wires.png
(6 px per um) Only two layers are drawn.
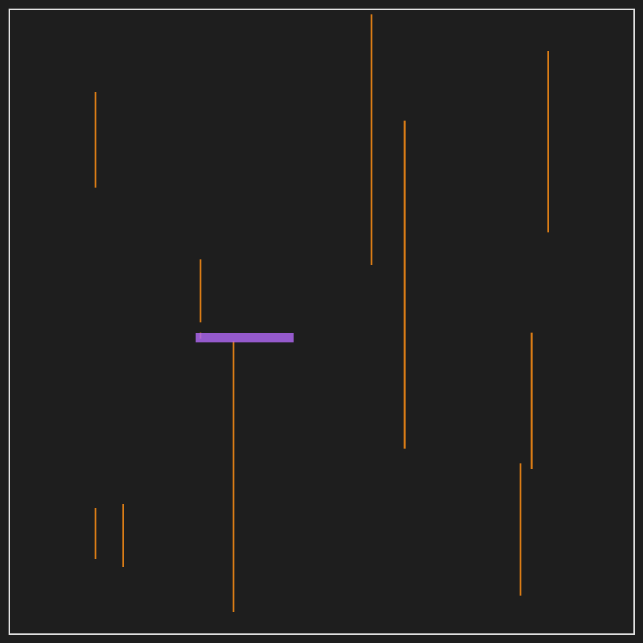
io_fan.png
(4 px per um)
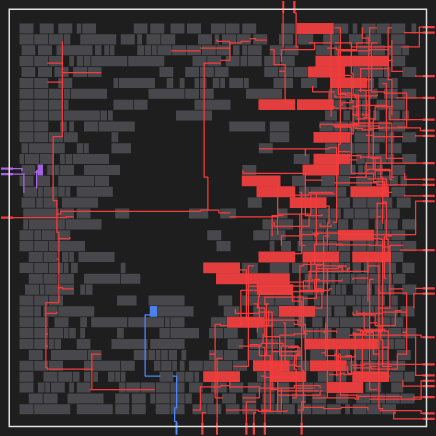
layer_met2.png
(4 px per um) Cells faint in the background.
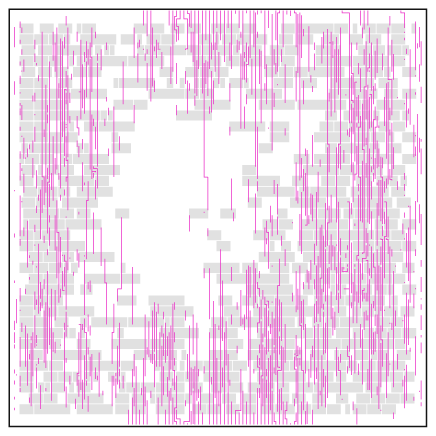
### src/rtl/ysyx_22040750_pc_fetch_pkg.sv
// rtl/ysyx_22040750_pc_fetch_pkg.sv - shared types and constants for the PC/fetch stage
package ysyx_22040750_pc_fetch_pkg;

    typedef enum logic [1:0] {
        ST_REQ  = 2'd0,
        ST_WAIT = 2'd1,
        ST_HOLD = 2'd2,
        ST_IDLE = 2'd3
    } fetch_state_e;

    localparam logic [31:0] RESET_PC_DEF = 32'h8000_0000;
    localparam logic [1:0]  RESP_OKAY    = 2'b00;

endpackage

### src/rtl/ysyx_22040750_pc_fetch_if.sv
// rtl/ysyx_22040750_pc_fetch_if.sv - instruction read-address/read-data bus
interface ysyx_22040750_pc_fetch_if #(
    parameter int ADDR_W = 32
);
    logic [ADDR_W-1:0] O_araddr;
    logic              O_arvalid;
    logic              I_arready;
    logic [63:0]       I_rdata;
    logic [1:0]        I_rresp;
    logic              I_rvalid;
    logic              O_rready;

    modport master (
        output O_araddr, O_arvalid, O_rready,
        input  I_arready, I_rdata, I_rresp, I_rvalid
    );

    modport slave (
        input  O_araddr, O_arvalid, O_rready,
        output I_arready, I_rdata, I_rresp, I_rvalid
    );
endinterface

### src/rtl/ysyx_22040750_word_sel.sv
// rtl/ysyx_22040750_word_sel.sv - pick the 32-bit instruction out of a 64-bit beat
module ysyx_22040750_word_sel (
    input  logic        I_sel_hi,
    input  logic [63:0] I_rdata,
    output logic [31:0] O_word
);
    assign O_word = I_sel_hi ? I_rdata[63:32] : I_rdata[31:0];
endmodule

### src/rtl/ysyx_22040750_pc_fetch.sv
// rtl/ysyx_22040750_pc_fetch.sv - PC register and single-outstanding instruction fetch
module ysyx_22040750_pc_fetch
    import ysyx_22040750_pc_fetch_pkg::*;
#(
    parameter int                ADDR_W   = 32,
    parameter logic [ADDR_W-1:0] RESET_PC = RESET_PC_DEF
) (
    input  logic              I_clk,
    input  logic              I_rst_n,
    input  logic [ADDR_W-1:0] I_dnpc,
    input  logic              I_dnpc_valid,
    output logic              O_dnpc_ready,
    input  logic              I_flush,
    output logic              O_IF_ID_valid,
    input  logic              I_IF_ID_ready,
    output logic [ADDR_W-1:0] O_IF_ID_pc,
    output logic [31:0]       O_IF_ID_inst,
    output logic              O_IF_ID_err,
    output logic [ADDR_W-1:0] O_snpc,
    ysyx_22040750_pc_fetch_if.master bus
);
    fetch_state_e      state_q, state_d;
    logic [ADDR_W-1:0] pc_q, pc_d;
    logic [31:0]       inst_q, inst_d;
    logic              err_q, err_d;
    logic              drop_q, drop_d;
    logic [31:0]       sel_word;
    logic              dnpc_fire;

    ysyx_22040750_word_sel u_word_sel (
        .I_sel_hi (pc_q[2]),
        .I_rdata  (bus.I_rdata),
        .O_word   (sel_word)
    );

    assign bus.O_arvalid = (state_q == ST_REQ);
    assign bus.O_araddr  = {pc_q[ADDR_W-1:3], 3'b000};
    assign bus.O_rready  = (state_q == ST_WAIT);

    // Flush masks the held instruction combinationally so decode never sees it.
    assign O_IF_ID_valid = (state_q == ST_HOLD) & ~I_flush;
    assign O_dnpc_ready  = (state_q == ST_IDLE) |
                           ((state_q == ST_HOLD) & (I_IF_ID_ready | I_flush));
    assign dnpc_fire     = I_dnpc_valid & O_dnpc_ready;

    assign O_IF_ID_pc   = pc_q;
    assign O_IF_ID_inst = inst_q;
    assign O_IF_ID_err  = err_q;
    assign O_snpc       = pc_q + ADDR_W'(4);

    always_comb begin
        state_d = state_q;
        pc_d    = pc_q;
        inst_d  = inst_q;
        err_d   = err_q;
        drop_d  = drop_q;
        case (state_q)
            ST_REQ: begin
                // The request still goes out; its data is marked for discard.
                if (I_flush) drop_d = 1'b1;
                if (bus.I_arready) state_d = ST_WAIT;
            end
            ST_WAIT: begin
                if (bus.I_rvalid) begin
                    if (drop_q | I_flush) begin
                        drop_d  = 1'b0;
                        state_d = ST_IDLE;
                    end else begin
                        inst_d  = sel_word;
                        err_d   = (bus.I_rresp != RESP_OKAY);
                        state_d = ST_HOLD;
                    end
                end else if (I_flush) begin
                    drop_d = 1'b1;
                end
            end
            ST_HOLD: begin
                if (I_IF_ID_ready | I_flush) state_d = ST_IDLE;
            end
            ST_IDLE: begin
                state_d = ST_IDLE;
            end
            default: state_d = ST_REQ;
        endcase
        // dnpc_fire is only possible in HOLD or IDLE, and overrides the exit to IDLE.
        if (dnpc_fire) begin
            pc_d    = I_dnpc;
            state_d = ST_REQ;
        end
    end

    always_ff @(posedge I_clk or negedge I_rst_n) begin
        if (!I_rst_n) begin
            state_q <= ST_REQ;
            pc_q    <= RESET_PC;
            inst_q  <= 32'h0;
            err_q   <= 1'b0;
            drop_q  <= 1'b0;
        end else begin
            state_q <= state_d;
            pc_q    <= pc_d;
            inst_q  <= inst_d;
            err_q   <= err_d;
            drop_q  <= drop_d;
        end
    end
endmodule
### src/flat_wrapper.sv
// flat-port wrapper written by rule: the top's interface ports become plain ports
module ysyx_22040750_pc_fetch_flat import ysyx_22040750_pc_fetch_pkg::*;
#(
    parameter int                ADDR_W   = 32,
    parameter logic [ADDR_W-1:0] RESET_PC = RESET_PC_DEF
)
  (I_clk, I_rst_n, I_dnpc, I_dnpc_valid, O_dnpc_ready, I_flush, O_IF_ID_valid, I_IF_ID_ready, O_IF_ID_pc, O_IF_ID_inst, O_IF_ID_err, O_snpc, bus_O_araddr, bus_O_arvalid, bus_O_rready, bus_I_arready, bus_I_rdata, bus_I_rresp, bus_I_rvalid);
  ysyx_22040750_pc_fetch_if #(.ADDR_W(ADDR_W)) bus_i ();
  input  logic I_clk;
  input  logic I_rst_n;
  input  logic [ADDR_W-1:0] I_dnpc;
  input  logic I_dnpc_valid;
  output logic O_dnpc_ready;
  input  logic I_flush;
  output logic O_IF_ID_valid;
  input  logic I_IF_ID_ready;
  output logic [ADDR_W-1:0] O_IF_ID_pc;
  output logic [31:0] O_IF_ID_inst;
  output logic O_IF_ID_err;
  output logic [ADDR_W-1:0] O_snpc;
  output wire logic [$bits(bus_i.O_araddr)-1:0] bus_O_araddr;
  output wire logic [$bits(bus_i.O_arvalid)-1:0] bus_O_arvalid;
  output wire logic [$bits(bus_i.O_rready)-1:0] bus_O_rready;
  input wire logic [$bits(bus_i.I_arready)-1:0] bus_I_arready;
  input wire logic [$bits(bus_i.I_rdata)-1:0] bus_I_rdata;
  input wire logic [$bits(bus_i.I_rresp)-1:0] bus_I_rresp;
  input wire logic [$bits(bus_i.I_rvalid)-1:0] bus_I_rvalid;
  assign bus_O_araddr = bus_i.O_araddr;
  assign bus_O_arvalid = bus_i.O_arvalid;
  assign bus_O_rready = bus_i.O_rready;
  assign bus_i.I_arready = bus_I_arready;
  assign bus_i.I_rdata = bus_I_rdata;
  assign bus_i.I_rresp = bus_I_rresp;
  assign bus_i.I_rvalid = bus_I_rvalid;
  ysyx_22040750_pc_fetch #(.ADDR_W(ADDR_W), .RESET_PC(RESET_PC)) u_core (.I_clk(I_clk), .I_rst_n(I_rst_n), .I_dnpc(I_dnpc), .I_dnpc_valid(I_dnpc_valid), .O_dnpc_ready(O_dnpc_ready), .I_flush(I_flush), .O_IF_ID_valid(O_IF_ID_valid), .I_IF_ID_ready(I_IF_ID_ready), .O_IF_ID_pc(O_IF_ID_pc), .O_IF_ID_inst(O_IF_ID_inst), .O_IF_ID_err(O_IF_ID_err), .O_snpc(O_snpc), .bus(bus_i));
endmodule
### config.mk
export PLATFORM = sky130hd
export DESIGN_NAME = ysyx_22040750_pc_fetch_flat
export DESIGN_NICKNAME = d
export VERILOG_FILES = /design/src/rtl/ysyx_22040750_pc_fetch_pkg.sv /design/src/rtl/ysyx_22040750_pc_fetch_if.sv /design/src/rtl/ysyx_22040750_word_sel.sv /design/src/rtl/ysyx_22040750_pc_fetch.sv /design/src/flat_wrapper.sv
export SDC_FILE = /design/constraint.sdc
export NUM_CORES = 1
export LEC_CHECK = 0
export CAP_MARGIN = 15
export CORE_MARGIN = 2
export CORE_UTILIZATION = 37
export CTS_CLUSTER_SIZE = 10
export DETAILED_ROUTE_END_ITERATION = 7
export PLACE_DENSITY = 0.94
export SETUP_SLACK_MARGIN = 0.4
export SLEW_MARGIN = 30
export SYNTH_ARGS = -nofsm -noshare
export SYNTH_HDL_FRONTEND = slang
export SYNTH_SLANG_ARGS = --single-unit
export TNS_END_PERCENT = 10
### constraint.sdc
create_clock -name I_clk -period 2.6 [get_ports I_clk]
set_input_delay 0.52 -clock I_clk [delete_from_list [all_inputs] [get_ports I_clk]]
set_output_delay 0.52 -clock I_clk [all_outputs]
set_load 0.01 [all_outputs]
==> out/metrics.sh <==
OUTCOME='finished clean'
SIMPLE_GATE_AREA_SHARE_PCT=13.4
HTREEDEPTH=3
CRITICAL_PATH_CELL_BY_CELL='nand4_1 > nor4_4 > buf_6 > nand4_1 > xnor2_1 > buf_2'
R2R-END='u_core.O_IF_ID_pc[27]'
HP-CLASS='input port to asynchronous set/reset pin'
YOSYS.AREA_SHARE.ADDER_PCT=0.339
POST_SYNTH_INST_COUNT=346
FIRST_PASS_GRT_WIRE_LENGTH_MM=18.1
LAYOUT.CELLS.MOST_COMMON='sky130_fd_sc_hd__clkdlybuf4s50_1'
TIMING.CRITICAL_PATH.TO='O_snpc[27]'
CTS_HOLD_BUF=0
HOLD_VIOL=0
POST_SYN_AREA_PER_CELL_UM2=10.7
WORST-R2R-CELL-COUNT=5
CTS.SINK_COUNT=68
ROUTE.ANTENNA.REMAINING_NETS=0
CLK_ROOT_BUFFER_CELL='sky130_fd_sc_hd__clkbuf_8'
GRT_MAX_DEGREE=69
CP_NUM_BUF_INV=2
CRITICAL_PATH.STARTPOINT='u_core.O_IF_ID_pc[18]'
CORE_REGION_AREA_UM2=9730
SYNTH_AREA_LEADER_CELL='sky130_fd_sc_hd__dfrtp_1'
POSTLAYOUTCELLAREA_UM2=6380
## Picture notes: wires.png
Key: purple = metal 5 [wire length 14.7 um]; orange = metal 4 [wire length 260 um]
global routing usage summed across all routing layers: 21.0%
average wire per standard cell: 16.0 um

## Picture notes: io_fan.png
Key: purple = bus_I_rresp [bits 2, direction input, edge left, end cells 1, buffers 2, wire 17.7 um]; red = O_IF_ID_pc [bits 32, direction output, edge 23 right, 6 bottom, 2 top, 1 left, end cells 32, buffers 56, wire 2610 um]; blue = O_IF_ID_valid [bits 1, direction output, edge bottom, end cells 1, buffers 1, wire 34.3 um]
I/O pins: 238
buffers added on ports: 234

## Picture notes: layer_met2.png
The longest straight run is 43.7 um. 600 nets have wire on it. The layer holds 50% of the routed length. The wires run mostly vertical.
vias: 3480
GRT met2 Usage: 36.2%
Total Wirelength: 11.6 mm

final cells by class:
class | count | area share (%)
Timing Repair Buffer | 273 | 40.8
Multi-Input combinational cell | 226 | 27.1
Sequential cell | 68 | 26.7
Tap cell | 133 | 2.61
Clock buffer | 14 | 2.39
Inverter | 5 | 0.294
Clock inverter | 2 | 0.157
timing repair:
item | in CTS | in global routing
pin swaps | 4 | 6
endpoints found under the setup margin | 33 | 34
buffers inserted | 4 | 4
cloned | 1 | 0
gates resized | 51 | 24
metal layers:
layer  global-route usage, %  wire length, um  up-vias
li1                        -                -     1631
met1                    23.5             4480     1628
met2                    36.2             5770      194
met3                    7.21             1020       25
met4                    8.98              259        2
met5                       0               14        -
kinds of logic after synthesis:
kind of cell,after synthesis
mux,65
compound gates,38
xor+xnor,28
simple gates,91
flops,68
other cells,1
buf+inv,54
fa+ha+maj,1
per-stage QoR:
stage	utilization (%)	instances	hold slack (ps)	total power (uW)	worst slack [ps]
after floorplan	-	348	224	4310	425
after global placement	63.1	695	501	6780	132
after detailed placement	63.1	695	516	6930	52.5
after CTS	65.3	716	323	7680	143
after global routing	65.6	721	160	8130	17.5
final	65.6	721	131	7650	142
power by group:
part | internal (uW) | switching [uW]
Sequential | 1610 | 469
Clock | 371 | 372
Combinational | 2750 | 2080
Total | 4740 | 2920
worst register-to-register path: stages, from the launching register on:
cell and delay [ps]:
sky130_fd_sc_hd__dfrtp_1 450, sky130_fd_sc_hd__nor3_1 350, sky130_fd_sc_hd__nor2_1 100, sky130_fd_sc_hd__nand2_1 120
sky130_fd_sc_hd__buf_12 220, sky130_fd_sc_hd__mux2_2 390
No activity file was given, so power comes from the tool's default toggle rates.
